Design if_stage_flat, sky130hd; sources not shown.
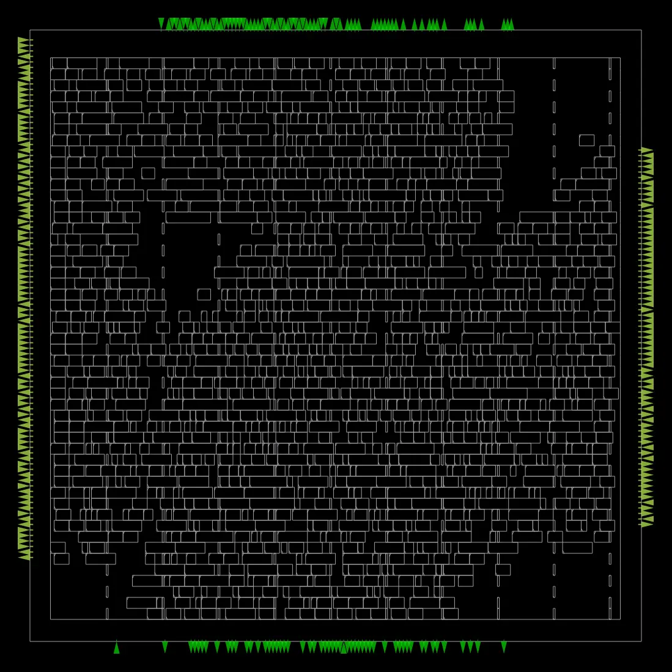
**Above:** placed standard cells.
Row Count: 51
n_taps: 265

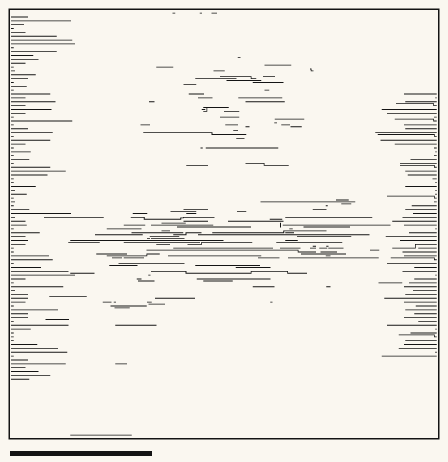
**Above:** metal 3.
Bar = 50 um.
- wire length on this layer: 2,860 um
- nets with wire on the layer: 247
- main direction: horizontal
grt met3 use: 6.79%
total wire length: 30.0 mm
via count of the routed design: 8,948

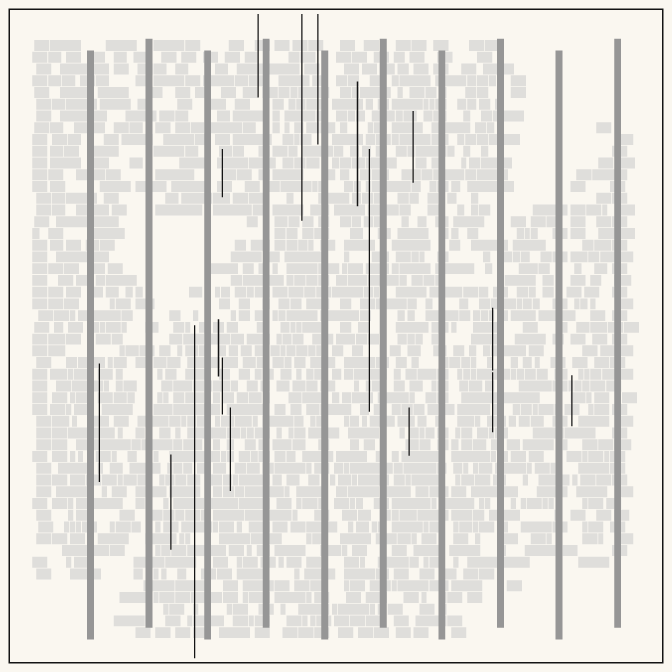
**Above:** M4 wires.
Supply wires on this layer in gray.
- share of all routed wire: 1.5%
- wire length on this layer: 434 um
- nets with wire on the layer: 13
- main direction: vertical

==> job_summary.md <==
## PnR job results

| Metric | Value |
|---|---|
| Post-synthesis cell count from yosys | 977 |
| Portion of the clock cycle consumed by the worst path in the final layout | 105% |
| Setup slack after layout | -167 ps |
| Width of the chip | 151 um |
| Metal1 wirelength | 12.1 mm |
| Final number of hold-violating endpoints | 0 |
| Nets in the synthesized netlist | 1,108 |
| Critical path required time | 3550 ps |
| TritonCTS clock tree | yes |
| Most common library cell in the layout ignoring fill and taps | clkdlybuf4s50_1 |
| Layer with the highest usage after global routing | met2 |
| CTS clock-pin slew for the worst setup and hold paths | 60 ps |
| WP data arrival | 3720 ps |
| Layout-stage area growth over the synthesis result | 54.6% |
| HPWL after detailed placement | 21.8 mm |
| Final routed wire length divided by cell count | 19.0 um |
| Type of origin of the critical path | register |
| H-tree levels | 4 |
| Vias/cell | 5.66 |
| Vias in the first global route | 8,359 |
| Top cells by area | dfxtp_1 (38%), mux2i_1 (9.2%), nand2_1 (7.5%), a21oi_1 (3.7%), a22o_1 (3.7%) |
| Outcome | complete, but fails checks |
| Capturing element type of the critical path | register |
| Prevailing post-synth register cell | dfxtp_1 |
| Post-synthesis chip area from yosys | 8350 um2 |
| Crit path max fanout | 21 |
| Die Y | 151 um |
| Setup slack on the worst flop-to-flop path | -170 ps |
| RSZ-0062 raised after global routing | true |
| First DRT Iteration DRCs | 704 |
| Overflow left after global routing | 0 |
| Cell type contributing the most total cell area after synthesis | dfxtp_1 |
| Hold Slack | 455 ps |
| Placed insts | 1,542 |
| R2r worst-path depth | 12 |
| Total of flip-flops plus latches after synthesis | 159 |
| Overall power consumption | 5.28 mW |
| Failing checks | setup timing |
| Final standard cell utilization of the core | 66.2% |
| Most frequently used cell type in the post-synthesis netlist | nand2_1 |
| Proportion of register bits with asynchronous set or reset after synthesis | 0% |
| Lkg Pwr | 4.55 nW |
| Maximum operating frequency | 0.297 GHz |
| Layout Skew | 9.58 ps |
| Post-synthesis share of cell area spent on and-or and or-and gates | 16.5% |
| Arithmetic-cell share of the synthesized area counting full adders, half adders and majority gates | 0.449% |
| Final instance area | 12,900 um2 |
| Setup Viol. Count Final | 133 |
| Initial core utilization | 42.8% |
==> report_power, final <==
group          internal (mW)  leakage (nW)  switching, mW
combinational          0.532          2.96          0.558
clock                   1.26         0.298          0.881
sequential              2.02          1.29         0.0282
total                   3.82          4.55           1.47
==> layout make-up <==
cell class                 count  area (um2)  share of cell area (%)
antenna                        1        2.50                  0.0194
clock buffer                  18         439                    3.40
clock inverter                13         176                    1.37
inverter                       5        18.8                   0.145
multi-input combinational    719        4870                    37.7
sequential                   159        3200                    24.8
tap                          265         332                    2.57
timing repair buffer         402        3870                    30.0
==> worst max-delay path, cell delays in order (launching register included) <==
cell and delay, ps:
dfxtp_4 370, buf_12 100, ha_4 140, nand4_4 140, or4_4 640, buf_4 180
o31ai_2 280, a21oi_2 120, nor4_1 290, and3_1 260, and3b_4 320, buf_12 220
mux2i_1 220
Power is estimated from default activity; no workload was simulated.
